`src/rtl/instr_encoder.sv`:
```
// instr_encoder: streaming assembler/loader for the 9-bit ISA.
// Turns (mnemonic, register, immediate) tuples into packed instruction words,
// range-checks every operand against its ISA register window and writes each
// good word to instruction memory at consecutive addresses.
module instr_encoder #(
    parameter int INSTR_W    = 9,
    parameter int RADDR_W    = 4,
    parameter int IMM_W      = 6,
    parameter int IMEM_DEPTH = 256,
    localparam int ADDR_W    = $clog2(IMEM_DEPTH)
) (
    input  logic               clk,
    input  logic               rst_n,
    input  logic               start,
    input  logic [ADDR_W-1:0]  base_addr,
    input  logic               in_valid,
    output logic               in_ready,
    input  logic [4:0]         mnem,
    input  logic [RADDR_W-1:0] rd,
    input  logic [RADDR_W-1:0] rs,
    input  logic [RADDR_W-1:0] rt,
    input  logic [IMM_W-1:0]   imm,
    output logic               imem_we,
    output logic [ADDR_W-1:0]  imem_addr,
    output logic [INSTR_W-1:0] imem_wdata,
    output logic [ADDR_W:0]    word_count,
    output logic               load_done,
    output logic               error,
    output logic [1:0]         err_code,
    output logic [ADDR_W-1:0]  err_addr
);

    localparam logic [4:0] M_AND  = 5'd0;
    localparam logic [4:0] M_SLT  = 5'd1;
    localparam logic [4:0] M_OR   = 5'd2;
    localparam logic [4:0] M_BEQ  = 5'd3;
    localparam logic [4:0] M_LW   = 5'd4;
    localparam logic [4:0] M_SW   = 5'd5;
    localparam logic [4:0] M_INC  = 5'd6;
    localparam logic [4:0] M_NOT  = 5'd7;
    localparam logic [4:0] M_ADD  = 5'd8;
    localparam logic [4:0] M_ADDI = 5'd9;
    localparam logic [4:0] M_SUB  = 5'd10;
    localparam logic [4:0] M_TR   = 5'd11;
    localparam logic [4:0] M_JR   = 5'd12;
    localparam logic [4:0] M_SRL  = 5'd13;
    localparam logic [4:0] M_SRA  = 5'd14;
    localparam logic [4:0] M_SLL  = 5'd15;
    localparam logic [4:0] M_DONE = 5'd16;

    localparam logic [1:0] ERR_NONE     = 2'b00;
    localparam logic [1:0] ERR_ILLEGAL  = 2'b01;
    localparam logic [1:0] ERR_RANGE    = 2'b10;
    localparam logic [1:0] ERR_OVERFLOW = 2'b11;

    localparam logic [ADDR_W:0] COUNT_LIMIT = (ADDR_W+1)'(IMEM_DEPTH);

    typedef enum logic [1:0] {
        IDLE,
        LOAD,
        FINISHED,
        ERROR
    } state_t;

    state_t state;
    state_t next_state;

    logic [ADDR_W-1:0] wr_ptr;
    logic [8:0]        enc;
    logic              range_ok;
    logic              illegal;
    logic              overflow;
    logic [1:0]        fault;
    logic              accept;
    logic [2:0]        tr_rd;
    logic [2:0]        tr_rs;

    // True when a register address lies inside the inclusive window lo..hi.
    function automatic logic in_win(input logic [RADDR_W-1:0] v, input int lo, input int hi);
        return (int'(v) >= lo) && (int'(v) <= hi);
    endfunction

    // TR windows start at 1 and 5, so subtract the base modulo 8 on the low bits.
    assign tr_rd = rd[2:0] - 3'd1;
    assign tr_rs = rs[2:0] - 3'd5;

    // A tuple taken in the same cycle as start is dropped in favour of the restart.
    assign accept   = in_valid && (state == LOAD) && !start;
    assign overflow = (word_count == COUNT_LIMIT);

    // Decode the mnemonic into a packed word and check each used operand window;
    // windows are 4-aligned so "operand minus base" is simply the low bits.
    always_comb begin
        enc      = '0;
        range_ok = 1'b1;
        illegal  = 1'b0;
        case (mnem)
            M_AND, M_SLT, M_OR: begin
                enc      = {3'b000, rs[1:0], rt[1:0], mnem[1:0]};
                range_ok = in_win(rs, 4, 7) && in_win(rt, 0, 3);
            end
            M_BEQ: begin
                enc      = {3'b000, rs[1:0], rt[1:0], 2'b11};
                range_ok = in_win(rs, 0, 3) && in_win(rt, 8, 11);
            end
            M_LW: begin
                enc      = {3'b001, rs[1:0], rd[1:0], 2'b00};
                range_ok = in_win(rs, 4, 7) && in_win(rd, 0, 3);
            end
            M_SW: begin
                enc      = {3'b001, rs[1:0], rt[1:0], 2'b01};
                range_ok = in_win(rs, 4, 7) && in_win(rt, 0, 3);
            end
            M_INC: begin
                enc      = {3'b001, rd[3:0], 2'b10};
                range_ok = in_win(rd, 0, 11);
            end
            M_NOT: begin
                enc      = {3'b001, rd[3:0], 2'b11};
                range_ok = in_win(rd, 0, 11);
            end
            M_ADD: begin
                enc      = {3'b010, rs[1:0], rt[1:0], rd[1:0]};
                range_ok = in_win(rs, 4, 7) && in_win(rt, 0, 3) && in_win(rd, 8, 11);
            end
            M_SUB: begin
                enc      = {3'b100, rs[1:0], rt[1:0], rd[1:0]};
                range_ok = in_win(rs, 4, 7) && in_win(rt, 0, 3) && in_win(rd, 8, 11);
            end
            M_ADDI: begin
                enc      = {3'b011, rd[1:0], rs[1:0], imm[1:0]};
                range_ok = in_win(rd, 8, 11) && in_win(rs, 0, 3) && (imm <= IMM_W'(3));
            end
            M_TR: begin
                enc      = {3'b101, tr_rd, tr_rs};
                range_ok = in_win(rd, 1, 8) && in_win(rs, 5, 12);
            end
            M_JR: begin
                enc      = {3'b110, imm[5:0]};
            end
            M_SRL: begin
                enc      = {3'b111, rs[1:0], rt[1:0], 2'b00};
                range_ok = in_win(rs, 4, 7) && in_win(rt, 0, 3);
            end
            M_SRA: begin
                enc      = {3'b111, rs[1:0], rt[1:0], 2'b01};
                range_ok = in_win(rs, 4, 7) && in_win(rt, 0, 3);
            end
            M_SLL: begin
                enc      = {3'b111, rs[1:0], rt[1:0], 2'b10};
                range_ok = in_win(rs, 4, 7) && in_win(rt, 0, 3);
            end
            M_DONE: begin
                enc      = 9'b111_0000_11;
            end
            default: begin
                illegal  = 1'b1;
            end
        endcase
    end

    // Pick the single reported fault: illegal beats range beats overflow.
    always_comb begin
        fault = ERR_NONE;
        if (illegal) begin
            fault = ERR_ILLEGAL;
        end else if (!range_ok) begin
            fault = ERR_RANGE;
        end else if (overflow) begin
            fault = ERR_OVERFLOW;
        end
    end

    // State register.
    always_ff @(posedge clk or negedge rst_n) begin
        if (!rst_n) begin
            state <= IDLE;
        end else begin
            state <= next_state;
        end
    end

    // Next-state logic: start always (re)enters LOAD from any state.
    always_comb begin
        next_state = state;
        if (start) begin
            next_state = LOAD;
        end else if (state == LOAD && accept) begin
            if (fault != ERR_NONE) begin
                next_state = ERROR;
            end else if (mnem == M_DONE) begin
                next_state = FINISHED;
            end
        end
    end

    // State-decoded outputs.
    always_comb begin
        in_ready  = (state == LOAD);
        load_done = (state == FINISHED);
        error     = (state == ERROR);
    end

    // Write pipeline, pointer, counter and error capture; a good accept writes next cycle.
    always_ff @(posedge clk or negedge rst_n) begin
        if (!rst_n) begin
            imem_we    <= 1'b0;
            imem_addr  <= '0;
            imem_wdata <= '0;
            wr_ptr     <= '0;
            word_count <= '0;
            err_code   <= ERR_NONE;
            err_addr   <= '0;
        end else begin
            imem_we <= 1'b0;
            if (start) begin
                wr_ptr     <= base_addr;
                word_count <= '0;
                err_code   <= ERR_NONE;
                err_addr   <= '0;
            end else if (accept) begin
                if (fault != ERR_NONE) begin
                    err_code <= fault;
                    err_addr <= wr_ptr;
                end else begin
                    imem_we    <= 1'b1;
                    imem_addr  <= wr_ptr;
                    imem_wdata <= INSTR_W'(enc);
                    wr_ptr     <= wr_ptr + ADDR_W'(1);
                    word_count <= word_count + (ADDR_W+1)'(1);
                end
            end
        end
    end

endmodule
```
`config.mk`:
```
export PLATFORM = sky130hd
export DESIGN_NAME = instr_encoder
export DESIGN_NICKNAME = d
export VERILOG_FILES = /design/src/rtl/instr_encoder.sv
export SDC_FILE = /design/constraint.sdc
export NUM_CORES = 1
export LEC_CHECK = 0
export CAP_MARGIN = 20
export CORE_ASPECT_RATIO = 1.2
export CORE_MARGIN = 2
export CORE_UTILIZATION = 49
export DETAILED_ROUTE_END_ITERATION = 8
export GPL_TIMING_DRIVEN = 0
export HOLD_SLACK_MARGIN = 0.1
export MAX_ROUTING_LAYER = met4
export PLACE_DENSITY = 0.8
export SYNTH_ARGS = -nofsm -noshare
export SYNTH_HDL_FRONTEND = slang
export SYNTH_SLANG_ARGS = --single-unit
export TNS_END_PERCENT = 20
```
`constraint.sdc`:
```
create_clock -name clk -period 2.68 [get_ports clk]
set_clock_uncertainty 0.2 [all_clocks]
set_input_delay 0.402 -clock clk [delete_from_list [all_inputs] [get_ports clk]]
set_output_delay 0.402 -clock clk [all_outputs]
set_load 0.01 [all_outputs]
```
Fig. 1: run 1, signal wires on met1
Supply wires on this layer in gray. Cells faint in the background.
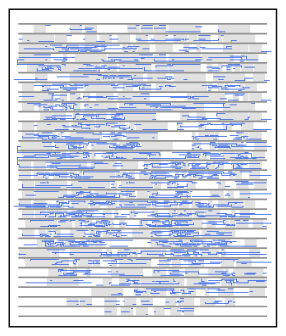
share of all routed wire = 42%
longest straight run = 26.2 um
met1 Usage GRT: 0.317
routed vias: 2,657
routed wire length: 7.97 mm

Fig. 2: run 1, the clock network
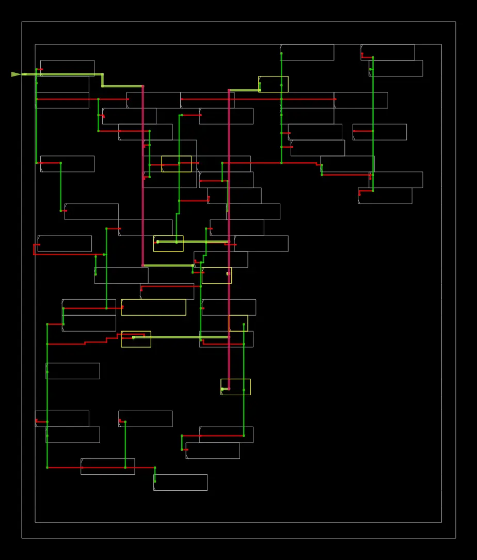
total CTS buffers: 5
clock buffer count: 6
registers: 47

==> changes_impl.md, run 1 <==
### Changed

- Status: finished, final reports clean
- Final min period: 2.62 ns
- Drt first pass iters: 5
- Synth Seq Share: 0.406
- Area delta synth->final: 41.4%
- Final setup viols: 0
- Reg2Reg Capture Point: imem_wdata[2]
- Maximum fanout along the worst path: 10
- Netlist cell types: 55
- Family with the most delay on the worst path: buffers and inverters
- Clock Pin Slew Worst Setup and Hold Paths: 0.09 ns
- Syn_area_per_cell: 9.59 um2
- CTS Sinks: 47
- GRT Util Overall: 0.260
- Share of cells above drive strength 1: 0.159
- Crit path buffers/inverters: 4
- Mapped cell area: just under 3000 um2
- I/O pin total: between 70 and 80
- Hold WC Path Type: flop to flop
- Hold Path Depth: 1
- Worst r2r src: word_count[0]
- Largest net degree at the start of global routing: 28
- Core area: 5670 um2
- Worst Tran Pin Value: 0.539 ns
- RSZ-0062 raised after global routing: no
- Final Slew Violations: 0
- First-pass GRT wire length: 12.6 mm
- N_diodes: 0
- PD cells: between 500 and 600 nW/um2
- Final ANT Viol Nets: 0
- Synth Instances: 302
- Final core area utilization: 0.723
- Dominant Register Cell: dfrtp_1
- Number of global-route vias before repair: approximately 2,500
- Maximum vdd ir drop: 0.373 mV
- CTS tree: done
- Tool Warnings: 30
- Top Layout Cells: clkdlybuf4s50_1 (60), dfrtp_1 (47), nor2_1 (31)
- Top cells, area: dfrtp_1 (41%), nor2_1 (4.1%), mux2i_1 (3.8%), mux2_2 (3.5%), ha_1 (3.5%)
- Max-area cell share: 0.406
- Dominant logic cell type in the layout: clkdlybuf4s50_1
- Pleak: approximately 1.8 nW
- Reg2Reg Depth: 10
- Cell count in the Yosys report: 302
- Fin nets: roughly 440
- Worst slew margin: 0.640
- Hold path start: imem_wdata[1]
- Initial antenna violation count: 0
- IO Port Bufs: 74
- FP Util: 0.511
- Die Ht: ~90 um
- Die W: 74.2 um
- Wire per inst: 16.7 um
- Chip Area, Yosys: approximately 2900 um2
- Crit path arrival time: 2.61 ns
- Fmax: 0.382 GHz
- Clock Tree Root: clkbuf_8
- CP endpoint kind: flop
- FILL cells: 435
- Max-Cap Viols: 0
- Number of synthesis warnings: 0
- Vias per cell: 5.58
- Period utilisation layout: 0.976
- Slowest cell on the critical path: clkdlybuf4s50_1
- Iter 0 DRT Violations: 171
- Fin. Hold Viols: 0
- Slowest stage delay, CP: 0.60 ns
- Asr flop ratio synth: 1.00
- Hold Crit Endpoint: imem_wdata[1]
- Dpl hpwl: 5.70 mm
- Setup WS pre-CTS: -0.582 ns
- Yosys reg bits: between 40 and 50
- Drt drc: 0
- Req. time, crit path: ~2.7 ns
- Clock Tree Buf Depth: 2
- Post-synth net total: ~350
- Final worst setup slack: 0.0646 ns
- Crit start category: input pin
- WS Path Type: input pin to flop
- Row cnt: 30
- EDFF count, synth: 0
- RD Place Congestion: 0.882
- CP Cell Sequence: clkdlybuf4s50_1, nand2b_1, nor3_2, a211oi_4, a221oi_4, buf_6, a211o_4, buf_12, buf_4, nand2_1, o21ai_0
- Grt ovf: 0
- Cell type with the largest total area: dfrtp_1
Fig. 3: run 1, clock network drawn from the DEF
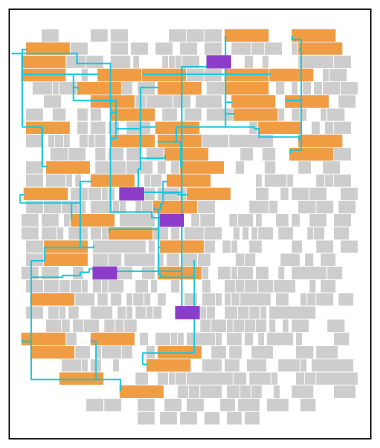
orange -> flip-flops  # count 47
cyan -> clock wires  # length 593 um
purple -> clock-net drivers  # count 5
flops lie = widely spread
routed clock nets = 6
Power Clock: 0.000561 W
clock share of power: 0.273
Clock Latency Late Sink: 0.31 ns

-- run 1: stage by stage --
step	setup TNS (ns)	std cells	total power (W)	hold slack (ns)	instance area, um2
final	0	476	0.00205	0.286	4100
after global routing	0	476	0.00215	0.311	4100
after CTS	0	471	0.00205	0.286	3970
after detailed placement	-18.52	457	0.00148	0.192	3750
after global placement	-28.20	456	0.00146	0.261	3740
after floorplan	0	302	0.00115	-0.0936	2900
-- run 1: timing repair --
| action | CTS | global route |
|---|---|---|
| pin swaps | 3 | 7 |
| hold buffers | 1 | 0 |
| buffers inserted | 6 | 4 |
| gates cloned | 0 | 1 |
| gates resized | 23 | 17 |
| hold endpoints to repair | 20 | 0 |
| endpoints found under the setup margin | 36 | 31 |
-- run 1: sequential cells by signal (all words and copies together), names as in the netlist --
register / flops
imem_wdata: 9
word_count: 9
err_addr: 8
imem_addr: 8
wr_ptr: 8
err_code: 2
state: 2
imem_we: 1
-- run 1: synthesized netlist by cell type (7+ instances only) --
master    number
inv_1         12
mux2_2         9
clkbuf_1       7
a21oi_1       13
ha_1           8
nand2_1       21
and3_1         7
mux2i_1       11
o21ai_0       17
dfrtp_1       47
nor2b_1       15
nor2_1        32
-- run 1: layout make-up --
type,count,area (um2),area share
multi-input combinational,227,1680,0.411
sequential,47,1180,0.287
timing repair buffer,87,865,0.211
buffer,15,105,0.0257
tap,80,100,0.0244
clock buffer,6,82.6,0.0202
inverter,12,45.0,0.0110
clock inverter,2,38.8,0.00947
-- run 1: how the worst max path moves through the flow --
stage / slack, ns / cells past startpoint / startpoint / end
after global placement: -0.56 / 10 / mnem[3] / imem_addr[1]
after detailed placement: -0.58 / 10 / mnem[3] / imem_addr[3]
after global routing: 0.005 / 11 / rs[2] / imem_wdata[2]
after floorplan: 0.20 / 9 / mnem[3] / imem_addr[1]
after CTS: 0.02 / 11 / mnem[0] / wr_ptr[6]
final: 0.06 / 11 / rd[2] / imem_wdata[2]
-- run 1: layer usage --
layer | global-route usage | vias up | share of wire
met4 | 0.0793 | 0 | 0.013
li1 | - | 1276 | -
met3 | 0.0414 | 9 | 0.047
met5 | - | - | 0
met2 | 0.442 | 84 | 0.52
met1 | 0.317 | 1288 | 0.42
-- run 1: kinds of logic (layout without fill, tap and decap cells) --
group           Yosys count  in the layout  share of synthesized area
simple gates            113            113                      0.203
compound gates           75             75                      0.191
flops                    47             47                      0.406
buf+inv                  28            122                     0.0519
mux                      23             23                     0.0886
fa+ha+maj                 8              8                     0.0346
xor+xnor                  8              8                     0.0242
-- run 1: where the power goes --
| group | internal [W] | total (W) | switching (W) |
|---|---|---|---|
| sequential | 0.000808 | 0.000880 | 0.0000726 |
| combinational | 0.000343 | 0.000609 | 0.000267 |
| clock | 0.000307 | 0.000561 | 0.000254 |
Fig. 4: run 1, cell sizes after repair
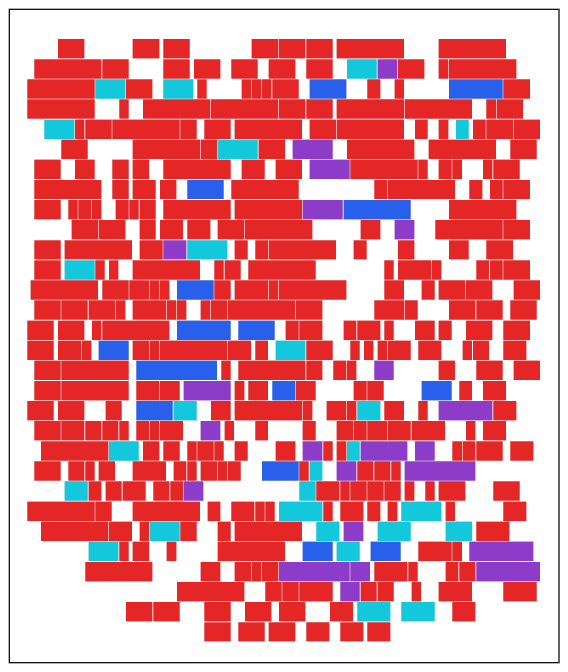

==> run 2: changes to the inputs <==
- clock period: 2.68 -> 2.7 ns (I/O delays scaled with it)
Fig. 5: run 2, cell sizes after repair
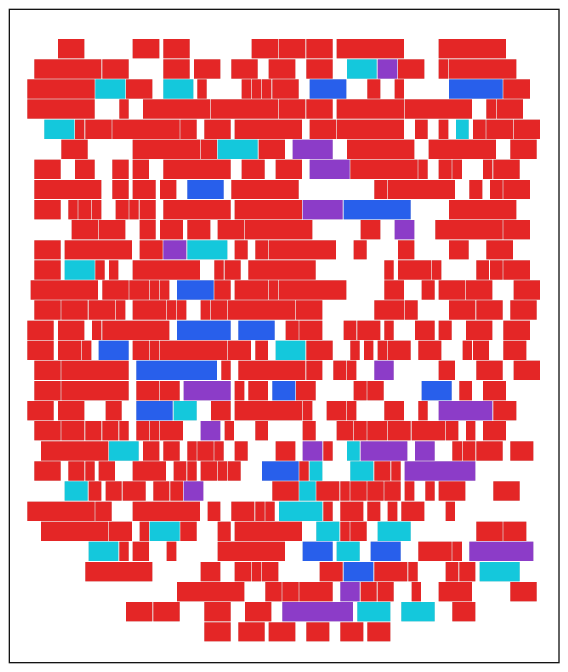
purple -> x3 and x4  # cells 18, share 4.6%
cyan -> x2  # cells 25, share 6.3%
blue -> x6 and larger  # cells 16, share 4.1%
red -> x1 and smaller  # cells 335, share 85%
area delta synth->final: 40.2%
fin area: 4060 um2
Non-CTS buffers: 100
final worst setup slack: 0.0776 ns

Fig. 6: run 2, the clock network
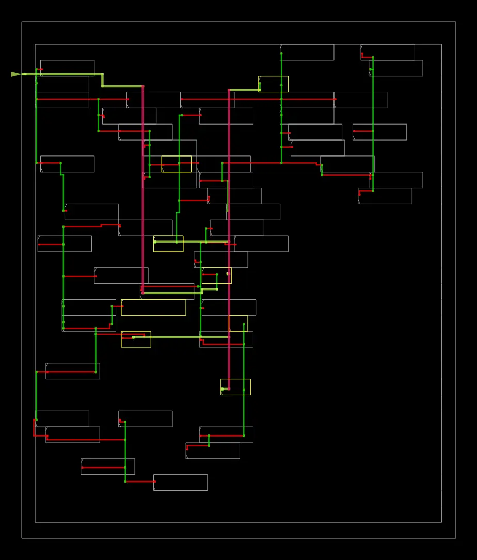
CTS Sinks: 47
Power Clock: 0.000557 W

==> changes_impl.md, run 2 <==
### Changed

- Status: finished, final reports clean
- Wire per inst: 16.7 um (-0.30%)
- Top logic family: simple AND/OR/NAND/NOR gates
- Req. time, crit path: 2.69 ns (+0.02 ns)
- Largest net degree at the start of global routing: 28 (unchanged)
- Critical path launch point: rt[3]
- Asr flop ratio synth: 1.00 (unchanged)
- Yosys reg bits: 47 (unchanged)
- Xor/xnor share: 0.0242 (unchanged)
- EDFF count, synth: 0 (unchanged)
- Drt drc: 0 (unchanged)
- Fmax: between 0.3 and 0.4 GHz
- Worst slew margin: 0.652 (+0.0117)
- Maximum fanout along the worst path: 10 (unchanged)
- Final non-filler cell total: 474 (-0.42%)
- PD cells: 500 nW/um2 (about the same)
- Reg2Reg Capture Point: imem_wdata[2]
- AO/OA Area Share: 0.191 (unchanged)
- Netlist cell types: 55 (unchanged)
- Row cnt: 30 (unchanged)
- Die Ht: 88.2 um (unchanged)
- Mapped cell area: 2900 um2 (unchanged)
- Clock Tree Buf Depth: 2 (unchanged)
- Top Layout Cells: clkdlybuf4s50_1 (62), dfrtp_1 (47), nor2_1 (31)
- Clock Tree Root: clkbuf_8
- Chip Area, Yosys: 2900 um2 (unchanged)
- Clock Latency Late Sink: 0.31 ns (about the same)
- First-pass GRT wire length: 12.6 mm (unchanged)
- Maximum vdd ir drop: 0.370 mV (-0.78%)
- Max-Cap Viols: 0 (unchanged)
- Routed wire length: 7.91 mm (-0.72%)
- CTS tree: done
- Crit start category: input pin
- Crit path arrival time: 2.61 ns (about the same)
- Total CTS buffers: 5 (unchanged)
- RSZ-0062 raised after global routing: yes
- N_diodes: 0 (unchanged)
- RD Place Congestion: 0.882 (unchanged)
- Slowest cell on the critical path: clkdlybuf4s50_1
- Routed vias: 2,670 (+0.49%)
- Final Slew Violations: 0 (unchanged)
- Worst Tran Pin Value: 0.522 ns (-0.0176 ns)
- Post-synthesis cell type with the largest instance count: dfrtp_1
- I/O pin total: 75 (unchanged)
- Cell count in the Yosys report: 302 (unchanged)
- Initial antenna violation count: 0 (unchanged)
- Synth Instances: 302 (unchanged)
- Cell type with the largest total area: dfrtp_1
- Number of synthesis warnings: 0 (unchanged)
- Share of cells above drive strength 1: 0.150 (-0.00934)
- Regs by FF count: imem_wdata x9, word_count x9
- Grt ovf: 0 (unchanged)
- Number of global-route vias before repair: 2,549 (unchanged)
- Flop2flop setup slack: approximately 0.30 ns
- Hold WC Path Type: flop to flop
- Clock Pin Slew Worst Setup and Hold Paths: 0.09 ns (about the same)
- Dpl cells: 457 (unchanged)
- Worst r2r src: word_count[0]
- WS Path Type: input pin to flop
- MUX share of area: 0.0886 (unchanged)
- Fin. Hold Viols: 0 (unchanged)
- Dominant Register Cell: dfrtp_1
- Final min period: 2.62 ns
- Pleak: 1.76 nW (-1.9%)
- Iter 0 DRT Violations: 160 (-6.4%)
- P_int: 0.00144 W (-0.86%)
- PnR Total Power: 0.00203 W (-0.93%)
- Tool Warnings: 31 (+3.3%)
- Reg2Reg Depth: 10 (unchanged)
- Syn_area_per_cell: 9.59 um2 (unchanged)
- FP Util: 0.511 (unchanged)
- Dominant logic cell type in the layout: clkdlybuf4s50_1
- Seq pwr share: 0.430 (about the same)
- Vias per cell: 5.63 (+0.91%)
- Synth top cells by count: dfrtp_1 (47), nor2_1 (32), nand2_1 (21)
- Synth Seq Share: 0.406 (unchanged)
- Clock share of power: 0.274 (about the same)
- CP Cell Sequence: clkdlybuf4s50_1, nor4b_4, a32oi_1, nor2_1, a311oi_4, buf_6, a211o_4, buf_12, buf_4, nand2_1, o21ai_0
- Max-area cell share: 0.406 (unchanged)
- Placed inst area: 3750 um2 (unchanged)
- Drt first pass iters: 4 (-1)
- Switching share of power: 0.289 (-0.000527)
- Post-synth net total: 345 (unchanged)
- Period utilisation layout: 0.971
- Core area: 5670 um2 (unchanged)
- Final setup viols: 0 (unchanged)
- Sw power: 0.000586 W (-1.1%)
- Dpl hpwl: 5.70 mm (unchanged)
- CTS H-tree depth: 2
- Comb power frac: 0.295 (-0.002)
- Final ANT Viol Nets: 0 (unchanged)
- Fin nets: 436 (-0.46%)
- Simple share: 0.203 (unchanged)
- CP endpoint kind: flop
- Die W: 74.2 um (unchanged)
- IO Port Bufs: 74 (unchanged)
- Top cells, area: dfrtp_1 (41%), nor2_1 (4.1%), mux2i_1 (3.8%), mux2_2 (3.5%), ha_1 (3.5%)
- Slowest stage delay, CP: 0.45 ns (-0.15 ns)
- Adder-cell share of the synthesized area: 0.0346 (unchanged)
- Die ar.: 6540 um2
- Worst Setup EP: imem_wdata[2]
- GRT Util Overall: 0.260 (unchanged)
-- run 2: cell types whose count changed in the layout (fill, tap and decap cells not counted), sizes merged --
| cell | previous run | this run |
|---|---|---|
| buf | 19 | 17 |
| clkdlybuf4s50 | 60 | 62 |
| dlymetal6s2s | 3 | 1 |
-- run 2: kinds of logic (layout without fill, tap and decap cells) --
logic type,count (synthesis),in the layout
xor+xnor,8,8
buf+inv,28,120
fa+ha+maj,8,8
mux,23,23
flops,47,47
compound gates,75,75
simple gates,113,113
-- run 2: cell type report --
cell class              count  area (um2)
clock buffers               6        82.6
plain buffers              15         105
fillers                   436        1610
flip-flops and latches     47        1180
multi-input cells         227        1660
inverters                  12        45.0
repair buffers             85         848
clock inverters             2        38.8
well taps                  80         100
-- run 2: metrics by stage --
step	util	TNS, ns	setup WS [ns]	hold slack, ns
2_1_floorplan	-	0	0.214	-0.0906
3_3_place_gp	0.659	-26.60	-0.539	0.261
3_5_place_dp	0.662	-17.72	-0.565	0.195
4_1_cts	0.701	0	0.0336	0.286
5_1_grt	0.716	-0.0262	-0.0143	0.311
6_report	0.716	0	0.0776	0.285
-- run 2: worst min path at each step --
| stage | cells after the start | end | start | slack [ns] |
|---|---|---|---|---|
| floorplan | 0 | err_addr[0] | rst_n | -0.09 |
| global placement | 1 | imem_wdata[1] | imem_wdata[1] | 0.26 |
| detailed placement | 1 | imem_wdata[4] | rst_n | 0.20 |
| CTS | 1 | imem_wdata[1] | imem_wdata[1] | 0.29 |
| global route | 1 | imem_wdata[1] | imem_wdata[1] | 0.31 |
| finish | 1 | imem_wdata[1] | imem_wdata[1] | 0.29 |
-- run 2: layer usage --
metal / up-vias / global-route usage / wire length (um)
li1: 1275 / - / -
met1: 1299 / 0.317 / 3250
met2: 87 / 0.442 / 4130
met3: 9 / 0.0414 / 427
met4: 0 / 0.0793 / 106
met5: - / - / 0
-- run 2: critical path: cells and delay by family --
kind            cells  cell delay [ns]
simple gates        3             0.66
buf+inv             4             0.93
compound gates      4             0.61
-- run 2: power groups by stage --
stage / combinational, W / clock (W) / sequential [W]
6_report: 0.000600 / 0.000557 / 0.000874
5_1_grt: 0.000650 / 0.000594 / 0.000885
4_1_cts: 0.000592 / 0.000571 / 0.000873
3_5_place_dp: 0.000580 / 0 / 0.000885
3_3_place_gp: 0.000566 / 0 / 0.000883
2_1_floorplan: 0.000226 / 0 / 0.000914
-- run 2: what timing repair did --
item / CTS / global route
pin swaps: 3 / 3
gates resized: 23 / 11
endpoints found under the setup margin: 35 / 27
cloned: 0 / 1
buffers inserted: 6 / 2
hold buffers: 1 / 0
hold endpoints to repair: 20 / 0
Fig. 7: run 2, clock network drawn from the DEF
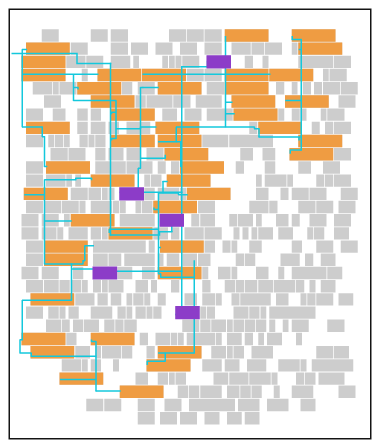

==> run 3: changes to the inputs <==
- SETUP_SLACK_MARGIN: unset -> 0.2
Fig. 8: run 3, clock network drawn from the DEF
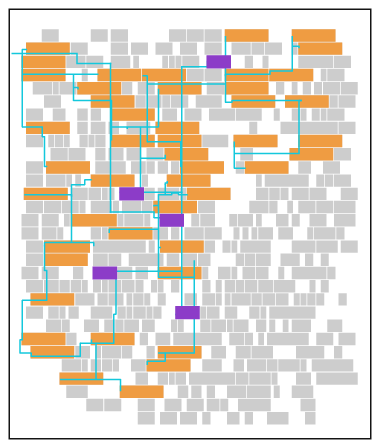
cyan -> clock wires  # length 595 um
orange -> flip-flops  # count 47
purple -> clock-net drivers  # count 5
routed clock nets = 6
flops lie = widely spread
clock share of power: 0.271
Power Clock: 0.000558 W

==> changes_impl.md, run 3 <==
### Changed

- Reg2Reg Depth: 8 (-2)
- PD cells: 491 nW/um2 (-1.8%)
- Dpl cells: 457 (unchanged)
- Placed inst area: 3750 um2 (unchanged)
- Iter 0 DRT Violations: 129 (-19%)
- Status: finished, final reports clean
- Synth Seq Share: 0.406 (unchanged)
- Chip Area, Yosys: 2900 um2 (unchanged)
- Req. time, crit path: 2.70 ns (about the same)
- FP Util: 0.511 (unchanged)
- Crit path top cell by count: buf_6
- Hold path start: rs[1]
- Cell count in the Yosys report: 302 (unchanged)
- Largest net degree at the start of global routing: 28 (unchanged)
- Drt drc: 0 (unchanged)
- Netlist cell types: 55 (unchanged)
- Routed vias: 2,758 (+3.3%)
- Fin nets: 444 (+1.8%)
- Crit path arrival time: 2.49 ns (-0.12 ns)
- Clock Pin Slew Worst Setup and Hold Paths: 0.09 ns (about the same)
- N_diodes: 0 (unchanged)
- Vias per cell: 5.72 (+1.6%)
- Grt ovf: 0 (unchanged)
- Synth Instances: 302 (unchanged)
- Family with the most delay on the worst path: buffers and inverters
- Cell type with the largest total area: dfrtp_1
- Mapped cell area: 2900 um2 (unchanged)
- Clock Latency Late Sink: 0.31 ns (about the same)
- CTS Sinks: 47 (unchanged)
- Slowest stage delay, CP: 0.38 ns (-0.07 ns)
- Number of synthesis warnings: 0 (unchanged)
- Fin. Hold Viols: 0 (unchanged)
- Period utilisation layout: 0.922 (-0.0490)
- CTS H-tree depth: 2 (unchanged)
- CP endpoint kind: flop
- IO Port Bufs: 74 (unchanged)
- Die Ht: 88.2 um (unchanged)
- Max-Cap Viols: 0 (unchanged)
- Crit path buffers/inverters: 4 (unchanged)
- CP Cell Sequence: clkdlybuf4s15_1, nor4b_4, a32oi_1, nor2_1, a311oi_4, buf_6, a211o_1, buf_6, buf_8, mux2_4
- Post-synth net total: 345 (unchanged)
- Number of global-route vias before repair: 2,621 (+2.8%)
- Hold Crit Endpoint: imem_wdata[5]
- Fmax: 0.402 GHz (+5.3%)
- Final setup viols: 0 (unchanged)
- Dpl hpwl: 5.70 mm (unchanged)
- Hold Path Depth: 3 (+2)
- Clock Tree Root: clkbuf_8
- Worst r2r src: word_count[5]
- EDFF count, synth: 0 (unchanged)
- Wire per inst: 17.3 um (+3.5%)
- Initial antenna violation count: 0 (unchanged)
- Drt first pass iters: 5 (+1)
- Pleak: 1.86 nW (+5.6%)
- Die ar.: 6540 um2 (unchanged)
- First-pass GRT wire length: 12.9 mm (+2.0%)
- Flop2flop setup slack: 0.24 ns (-0.06 ns)
- Maximum vdd ir drop: 0.349 mV (-5.5%)
- Top Layout Cells: clkdlybuf4s50_1 (55), dfrtp_1 (45), nor2_1 (31)
- Maximum fanout along the worst path: 7 (-3)
- Regs by FF count: imem_wdata x9, word_count x9
- Asr flop ratio synth: 1.00 (unchanged)
- Tool Warnings: 30 (-3.2%)
- GRT Util Overall: 0.267 (+0.00651)
- Die W: 74.2 um (unchanged)
- Clock Tree Buf Depth: 2 (unchanged)
- Share of cells above drive strength 1: 0.226 (+0.0766)
- Synth top cells by count: dfrtp_1 (47), nor2_1 (32), nand2_1 (21)
- Dominant logic cell type in the layout: clkdlybuf4s50_1
- Syn_area_per_cell: 9.59 um2 (unchanged)
- Dominant Register Cell: dfrtp_1
- Area delta synth->final: 44.5%
- Yosys reg bits: 47 (unchanged)
- Final non-filler cell total: 482 (+1.7%)
- WS Path Type: input pin to flop
- Reg2Reg Capture Point: imem_addr[5]
- RSZ-0062 raised after global routing: no
- CTS tree: done
- RD Place Congestion: 0.882 (unchanged)
- Routed wire length: 8.32 mm (+5.2%)
- Worst slew margin: 0.631 (-0.0215)
- Hold WC Path Type: input pin to flop
- Post-synthesis cell type with the largest instance count: dfrtp_1
- Worst Tran Pin Value: 0.554 ns (+0.0322 ns)
- Slowest cell on the critical path: nor4b_4
- Top cells, area: dfrtp_1 (41%), nor2_1 (4.1%), mux2i_1 (3.8%), mux2_2 (3.5%), ha_1 (3.5%)
- Max-area cell share: 0.406 (unchanged)
- Final ANT Viol Nets: 0 (unchanged)
- I/O pin total: 75 (unchanged)
- Final min period: 2.49 ns (-0.132 ns)
- Total CTS buffers: 5 (unchanged)
- Crit start category: input pin
- Final Slew Violations: 0 (unchanged)
Fig. 9: run 3, placement by cell class
The bar under the picture is 20 um long.
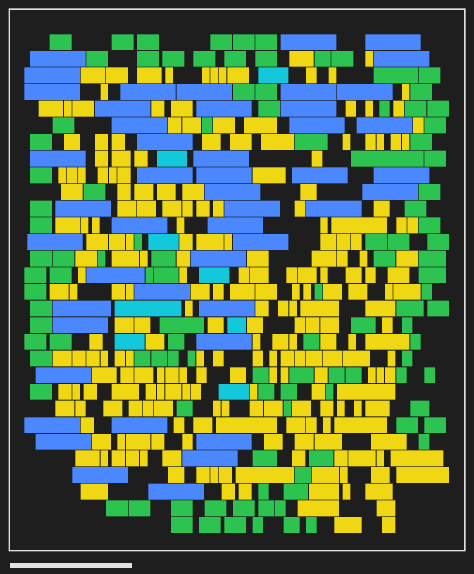
blue -> sequential cells  # cells 47
green -> remaining buffers and delay cells  # cells 108
cyan -> clock drivers and dummy loads  # cells 8
yellow -> remaining logic cells  # cells 239
fin area: 4180 um2
final core area utilization: 0.738
row cnt: 30
fraction of area in registers: 0.282
core area: 5670 um2

==> run 3: final cells by class <==
| type | count | area [um2] |
|---|---|---|
| multi-input combinational | 227 | 1740 |
| fill | 422 | 1480 |
| sequential | 47 | 1180 |
| timing repair buffer | 92 | 877 |
| buffer | 16 | 118 |
| tap | 80 | 100 |
| clock buffer | 6 | 82.6 |
| inverter | 12 | 45.0 |
| clock inverter | 2 | 38.8 |
==> run 3: worst max path at each step <==
stage	startpoint	end	slack [ns]	cells past startpoint
3_3_place_gp	mnem[3]	imem_addr[1]	-0.54	10
6_report	rt[3]	imem_addr[1]	0.21	10
3_5_place_dp	mnem[3]	imem_addr[3]	-0.56	10
5_1_grt	rt[3]	imem_wdata[1]	0.15	10
2_1_floorplan	mnem[3]	imem_addr[1]	0.21	9
4_1_cts	imm[4]	imem_addr[1]	0.20	9
==> run 3: where the power goes <==
group | switching (W) | internal (W) | leakage (nW)
Clock | 0.000253 | 0.000305 | 0.0618
Sequential | 0.0000719 | 0.000802 | 0.598
Combinational | 0.000275 | 0.000349 | 1.20
Total | 0.000600 | 0.00146 | 1.86
==> run 3: through the flow <==
stage | hold slack [ns] | worst slack [ns] | util | total power [W] | TNS [ns]
after floorplan | -0.0906 | 0.214 | - | 0.00114 | 0
after global placement | 0.261 | -0.539 | 0.659 | 0.00145 | -26.60
after detailed placement | 0.195 | -0.565 | 0.662 | 0.00147 | -17.72
after CTS | 0.286 | 0.201 | 0.725 | 0.00205 | 0
after global routing | 0.260 | 0.147 | 0.738 | 0.00215 | 0
final | 0.262 | 0.210 | 0.738 | 0.00206 | 0
==> run 3: what timing repair did <==
item | in CTS | in global routing
endpoints found under the hold margin | 20 | 0
pin swaps | 8 | 10
hold buffers | 1 | 0
setup buffers | 10 | 4
endpoints found under the setup margin | 47 | 30
gates cloned | 2 | 0
gates resized | 56 | 42
==> run 3: cell families (layout without fill, tap and decap cells) <==
logic type,count (synthesis),count (layout),synth area share
AND-OR/OR-AND,75,75,0.191
XOR/XNOR,8,8,0.0242
adder cells (fa/ha/maj),8,8,0.0346
buffers and inverters,28,128,0.0519
flip-flops,47,47,0.406
multiplexers,23,23,0.0886
AND/OR/NAND/NOR,113,113,0.203
==> run 3: worst min-delay path, cell delays in order <==
cell,delay [ns]
clkbuf_2,0.12
a21oi_1,0.08
o21ai_0,0.13
==> run 3: metal layers <==
layer | track usage | vias up | wire length (um)
met5 | - | - | 0
met4 | 0.0926 | 0 | 192
met3 | 0.0460 | 19 | 401
met2 | 0.451 | 95 | 4370
met1 | 0.318 | 1350 | 3360
li1 | - | 1294 | -
Power is estimated from default activity; no workload was simulated.
